Figure 1. Gate-type map (run 1).
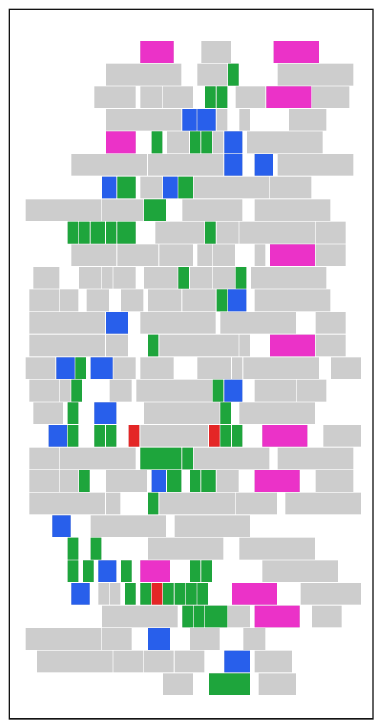
Figure 2. Register map, names as in the netlist (run 1).
Bar = 10 microns. Other sequential cells in the stronger gray, the rest of the logic in the fainter gray.
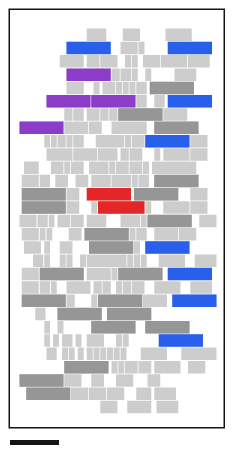
Figure 3. Routing congestion (run 1).
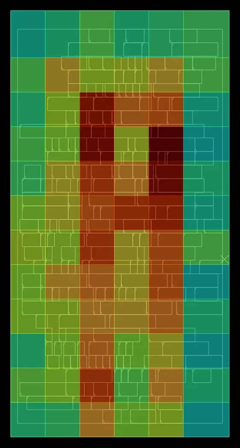
==> config.mk <==
export PLATFORM = sky130hd
export DESIGN_NAME = serial_subtractor
export DESIGN_NICKNAME = d
export VERILOG_FILES = /design/src/rtl/arith_pkg.sv /design/src/rtl/full_subtractor.sv /design/src/rtl/serial_subtractor.sv
export SDC_FILE = /design/constraint.sdc
export NUM_CORES = 1
export LEC_CHECK = 0
export CAP_MARGIN = 20
export CORE_ASPECT_RATIO = 2
export CORE_UTILIZATION = 45
export CTS_CLUSTER_SIZE = 10
export DETAILED_ROUTE_END_ITERATION = 7
export HOLD_SLACK_MARGIN = 0.08
export PLACE_DENSITY = 0.74
export SKIP_LAST_GASP = 1
export SLEW_MARGIN = 10
export SYNTH_ARGS = -nofsm -noshare
export SYNTH_HDL_FRONTEND = slang
export SYNTH_SLANG_ARGS = --single-unit
==> constraint.sdc <==
create_clock -name clk -period 1.6 [get_ports clk]
set_clock_uncertainty 0.15 [all_clocks]
set_input_delay 0.24 -clock clk [delete_from_list [all_inputs] [get_ports clk]]
set_output_delay 0.24 -clock clk [all_outputs]
set_load 0.01 [all_outputs]
==> src/rtl/arith_pkg.sv <==
// Shared types for the bit-serial arithmetic blocks.
package arith_pkg;

    typedef enum logic [1:0] {
        IDLE = 2'd0,
        RUN  = 2'd1,
        DONE = 2'd2
    } state_t;

endpackage

==> src/rtl/full_subtractor.sv <==
// One-bit full subtractor cell: d = a - b - bin, with borrow-out.
module full_subtractor (
    input  logic a,
    input  logic b,
    input  logic bin,
    output logic d,
    output logic bout
);

    assign d    = a ^ b ^ bin;
    assign bout = (~a & b) | (~(a ^ b) & bin);

endmodule

==> src/rtl/serial_subtractor.sv <==
// Bit-serial subtractor: one full-subtractor cell walks the operands LSB first,
// producing a-b, unsigned borrow and signed overflow after WIDTH cycles.
module serial_subtractor
    import arith_pkg::*;
#(
    parameter int WIDTH = 8
) (
    input  logic             clk,
    input  logic             rst_n,
    input  logic             start,
    input  logic [WIDTH-1:0] a,
    input  logic [WIDTH-1:0] b,
    output logic             ready,
    output logic             done,
    output logic [WIDTH-1:0] diff,
    output logic             borrow,
    output logic             overflow
);

    localparam int CNT_W = $clog2(WIDTH) + 1;

    state_t           state_reg, state_next;
    logic [WIDTH-1:0] a_sh_reg, b_sh_reg, diff_reg;
    logic [CNT_W-1:0] cnt_reg;
    logic             bin_reg, a_msb_reg, b_msb_reg, borrow_reg, overflow_reg;
    logic             cell_d, cell_bout;
    logic             accept, last_bit;

    assign accept   = start && (state_reg == IDLE);
    assign last_bit = (state_reg == RUN) && (cnt_reg == CNT_W'(WIDTH - 1));

    full_subtractor u_cell (
        .a    (a_sh_reg[0]),
        .b    (b_sh_reg[0]),
        .bin  (bin_reg),
        .d    (cell_d),
        .bout (cell_bout)
    );

    always_ff @(posedge clk or negedge rst_n) begin
        if (!rst_n) begin
            state_reg <= IDLE;
        end else begin
            state_reg <= state_next;
        end
    end

    always_comb begin
        state_next = state_reg;
        case (state_reg)
            IDLE:    if (start) state_next = RUN;
            RUN:     if (last_bit) state_next = DONE;
            DONE:    state_next = IDLE;
            default: state_next = IDLE;
        endcase
    end

    // The minuend register doubles as the result register: difference bits
    // enter at the top as operand bits leave at the bottom.
    always_ff @(posedge clk or negedge rst_n) begin
        if (!rst_n) begin
            a_sh_reg     <= '0;
            b_sh_reg     <= '0;
            cnt_reg      <= '0;
            bin_reg      <= 1'b0;
            a_msb_reg    <= 1'b0;
            b_msb_reg    <= 1'b0;
            diff_reg     <= '0;
            borrow_reg   <= 1'b0;
            overflow_reg <= 1'b0;
        end else if (accept) begin
            a_sh_reg  <= a;
            b_sh_reg  <= b;
            cnt_reg   <= '0;
            bin_reg   <= 1'b0;
            a_msb_reg <= a[WIDTH-1];
            b_msb_reg <= b[WIDTH-1];
        end else if (state_reg == RUN) begin
            a_sh_reg <= {cell_d, a_sh_reg[WIDTH-1:1]};
            b_sh_reg <= b_sh_reg >> 1;
            bin_reg  <= cell_bout;
            cnt_reg  <= cnt_reg + CNT_W'(1);
            if (last_bit) begin
                diff_reg     <= {cell_d, a_sh_reg[WIDTH-1:1]};
                borrow_reg   <= cell_bout;
                overflow_reg <= (a_msb_reg ^ b_msb_reg) & (cell_d ^ a_msb_reg);
            end
        end
    end

    assign ready    = (state_reg == IDLE);
    assign done     = (state_reg == DONE);
    assign diff     = diff_reg;
    assign borrow   = borrow_reg;
    assign overflow = overflow_reg;

endmodule

==> results_dict.tcl, run 1 <==
# yosys + openroad results
set metrics [dict create \
    setup_viol 12 \
    ys_cells 149 \
    numCtsBuffers 5 \
    edf_count 0 \
    drive_gt1_share_pct 26.7 \
    cp-start-kind "register" \
    fin_crit_sh_pct 106 \
    violations "design-rule violations, negative setup slack" \
    clk_latency_ns 0.29 \
    arrival_ns 1.73 \
    cts.path.max_buffers 2 \
    hold_viol_final 0 \
    worst_slack_ns -0.0998 \
    synth-async-reset-ratio_pct 100 \
    synth_seq_share_pct 56.1 \
    route.detailed.drc 1 \
    place_inst 217 \
    status "complete, but fails checks" \
    leakagePower_nw 1.09 \
    syn-cell-area_sq_um 1560 \
    path_class "register to register" \
    synth-seq-cells 35 \
    ioPinCount 31 \
    fp.dieH_microns 85.3 \
]
Notes on Figure 1 above:
legend:
  magenta:
    family: multiplexers
    cells: 11
  green:
    family: NAND gates
    cells: 53
  red:
    family: inverters
    cells: 3
  blue:
    family: inverting AOI/OAI gates
    cells: 20
non-filler cells, final: 233
combinational share of cell area: 29.6%
most frequent logic cell in the layout: nand2_1

Notes on Figure 2 above:
legend:
  purple:
    signal: cnt_reg
    sequential_cells: 4
  red:
    signal: state_reg
    sequential_cells: 2
  blue:
    signal: diff
    sequential_cells: 8
not colored: 21
register area: 877 sq um
Layout Utilization: 69.0%
sequential share of cell area: 39.4%
Seq. pwr: 0.00163 W

Notes on Figure 3 above:
GR met3 Demand/Resource: 7.66%
Total GRT Usage: 21.6%

## run 1: timing repair
item | 4_1_cts | 5_1_grt
pin swaps | 1 | 2
endpoints found under the setup margin | 5 | 29
gates cloned | 0 | 2
gates resized | 4 | 23
buffers inserted | 3 | 4
hold endpoints to repair | 0 | 0
## run 1: cell usage in the layout (no fill, tap or decap), types with 2 or more instances in the layout
cell type,instances
mux2i_1,2
nor2_1,10
dfrtp_1,34
nand3b_1,2
a22oi_1,3
nand2b_4,2
o21ai_0,4
a31oi_1,11
clkdlybuf4s50_1,22
clkbuf_8,6
nand2_1,43
nand3_1,4
mux2_4,8
inv_2,2
buf_4,15
dlymetal6s2s_1,6
buf_6,5
buf_12,2
nor2_2,2
## run 1: worst max path at each step
stage,to,startpoint,slack (ns),depth (start not counted)
after floorplan,overflow,bin_reg,-0.02,5
after global placement,bin_reg,start,-0.1,5
after detailed placement,bin_reg,start,-0.15,5
after CTS,overflow,b_sh_reg[0],-0.1,5
after global routing,overflow,bin_reg,-0.15,5
final,overflow,bin_reg,-0.1,5
## run 1: cell type report
type                       instances  area share, %
clock buffer                       6           3.71
clock inverter                     1          0.225
inverter                           3          0.506
multi-input combinational        103           29.6
sequential                        35           39.4
tap                               31           1.74
timing repair buffer              54           24.8
## run 1: layer usage
layer / share of wire, % / track usage [%] / wire length (microns)
met5: 0 / 0 / 0
met4: 3.8 / 13.4 / 142
met3: 5.2 / 7.66 / 193
met2: 55 / 34.3 / 2030
met1: 36 / 23.7 / 1340
## run 1: worst max-delay path, cell delays in order, from the launching register on
cell and delay (ns):
dfrtp_1 0.36, inv_2 0.05, fa_2 0.60, nand2b_4 0.13, o21ai_2 0.05, mux2_4 0.25
## run 1: stage by stage
step	hold WS (ns)	worst slack, ns
after floorplan	-0.206	-0.0163
after global placement	0.309	-0.0953
after detailed placement	0.312	-0.150
after CTS	0.176	-0.0991
after global routing	0.190	-0.149
final	0.167	-0.0998
## run 1: report_power, final
group	leakage, nW	total, W	switching [W]	internal, W
combinational	0.617	0.00207	0.000897	0.00117
sequential	0.424	0.00163	0.000316	0.00132
clock	0.0470	0.000653	0.000316	0.000337
total	1.09	0.00435	0.00153	0.00283
## run 1: logic make-up after synthesis
kind of cell,Yosys count
flops,35
mux,11
simple gates,70
compound gates,20
fa+ha+maj,2
buf+inv,11
## run 1: Yosys cell counts, drive strengths merged, types with 2 or more instances
library cell	instances
nand2	44
dfrtp	35
nor2	12
a31oi	11
mux2	9
buf	6
o21ai	5
nand3	4
a22oi	3
inv	3
clkbuf	2
mux2i	2
nand2b	2
nand3b	2
Figure 4. Routed metal, one color a layer (run 1).
Two of the layers only.
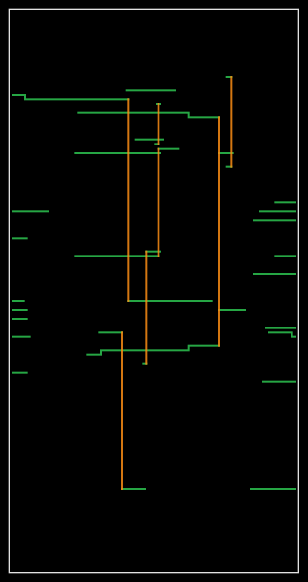

==> run 2, diff against run 1 <==
==> constraint.sdc (replaced) <==
create_clock -name clk -period 1.6 [get_ports clk]
set_clock_uncertainty 0.15 [all_clocks]
set_input_delay 0.32 -clock clk [delete_from_list [all_inputs] [get_ports clk]]
set_output_delay 0.32 -clock clk [all_outputs]
set_load 0.01 [all_outputs]
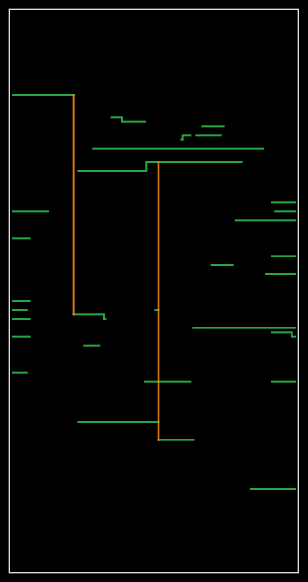
Figure 5: run 2, routed metal, one color a layer.
Two of the layers only.
legend:
  green:
    layer: metal 3
    wire_length: 184 microns
  orange:
    layer: metal 4
    wire_length: 75.5 microns
vias: 1265
WL/cell: 15.8 microns
drt total wl: 3.73 mm
Total GRT Usage: 20.3%

==> results_dict.tcl, run 2 <==
# yosys + openroad results
set metrics [dict create \
    syn-cell-area_sq_um 1560 \
    cp-start-kind "register" \
    hold_ws_ns 0.254 \
    clk_latency_ns 0.29 \
    status "complete, but fails checks" \
    met2_length_mm 2.06 \
    arrival_ns 1.74 \
    path_buffers 1 \
    fp.dieH_microns 85.3 \
    worst_slack_ns -0.120 \
    ys_cells 149 \
    violations "design-rule violations, negative setup slack" \
    most_common_cell "nand2_1" \
    port_buffers 30 \
    cp_top_family "adder cells" \
    path_class "register to register" \
    cts.path.max_buffers 2 \
    wl_met1_mm 1.41 \
    lay_top_cells "43 x nand2_1, 35 x dfrtp_1, 18 x clkdlybuf4s50_1" \
    final_common_cell "nand2_1" \
    ioPinCount 31 \
    dr_wl_met3_microns 184 \
    highest_layer "met4" \
    setup_viol 11 \
    drive_gt1_share_pct 27.3 \
    fin_crit_sh_pct 107 \
    numCtsBuffers 5 \
    hold_viol_final 0 \
    leakagePower_nw 1.08 \
    warning_count 29 \
    edf_count 0 \
    route.detailed.drc 1 \
    synth-seq-cells 35 \
]
run 2: report_power, final:
| part | total, W | internal [W] | leakage [nW] | switching (W) |
|---|---|---|---|---|
| combinational | 0.00207 | 0.00115 | 0.607 | 0.000922 |
| sequential | 0.00163 | 0.00132 | 0.425 | 0.000313 |
| clock | 0.000691 | 0.000392 | 0.0515 | 0.000299 |
run 2: logic make-up (layout without fill, tap and decap cells):
| kind of cell | count (synthesis) | after routing | share of synthesized area [%] |
|---|---|---|---|
| AND-OR/OR-AND | 20 | 20 | 7.93 |
| adder cells (fa/ha/maj) | 2 | 2 | 2.08 |
| buffers and inverters | 11 | 67 | 4.33 |
| flip-flops | 35 | 35 | 56.1 |
| multiplexers | 11 | 11 | 9.70 |
| AND/OR/NAND/NOR | 70 | 70 | 19.9 |
run 2: layout make-up:
type	instances	area, sq um
Multi-Input combinational cell	103	654
Inverter	3	11.3
Fill cell	230	957
Clock buffer	8	100
Tap cell	31	38.8
Sequential cell	35	876
Timing Repair Buffer	56	592
run 2: worst max path at each step:
| stage | from | to | slack, ns | cells past startpoint |
|---|---|---|---|---|
| 2_1_floorplan | bin_reg | overflow | -0.02 | 5 |
| 3_3_place_gp | start | bin_reg | -0.18 | 5 |
| 3_5_place_dp | start | bin_reg | -0.22 | 5 |
| 4_1_cts | b_sh_reg[0] | overflow | -0.11 | 5 |
| 5_1_grt | bin_reg | overflow | -0.17 | 5 |
| 6_report | bin_reg | overflow | -0.12 | 5 |
run 2: routing by layer:
metal / up-vias / GRT usage, %
met5: - / 0
met4: 0 / 8.52
met3: 6 / 5.53
met2: 39 / 32.6
met1: 614 / 25.1
li1: 606 / -
run 2: repair_timing:
| item | in CTS | in global routing |
|---|---|---|
| setup buffers | 1 | 7 |
| pin swaps | 2 | 4 |
| gates resized | 14 | 22 |
| gates cloned | 1 | 2 |
| endpoints found under the hold margin | 0 | 0 |
| setup endpoints to repair | 16 | 25 |
run 2: metrics by stage:
stage | std cells | utilization [%] | total power, W | TNS [ns] | setup slack (ns)
3_5_place_dp | 217 | 61.6 | 0.00345 | -3.55 | -0.222
2_1_floorplan | 149 | - | 0.00268 | -0.0163 | -0.0163
6_report | 236 | 70.4 | 0.00440 | -0.690 | -0.120
5_1_grt | 236 | 70.4 | 0.00469 | -1.24 | -0.170
4_1_cts | 227 | 65.6 | 0.00408 | -0.460 | -0.108
3_3_place_gp | 217 | 61.6 | 0.00336 | -2.93 | -0.177
No activity file was given, so power comes from the tool's default toggle rates.
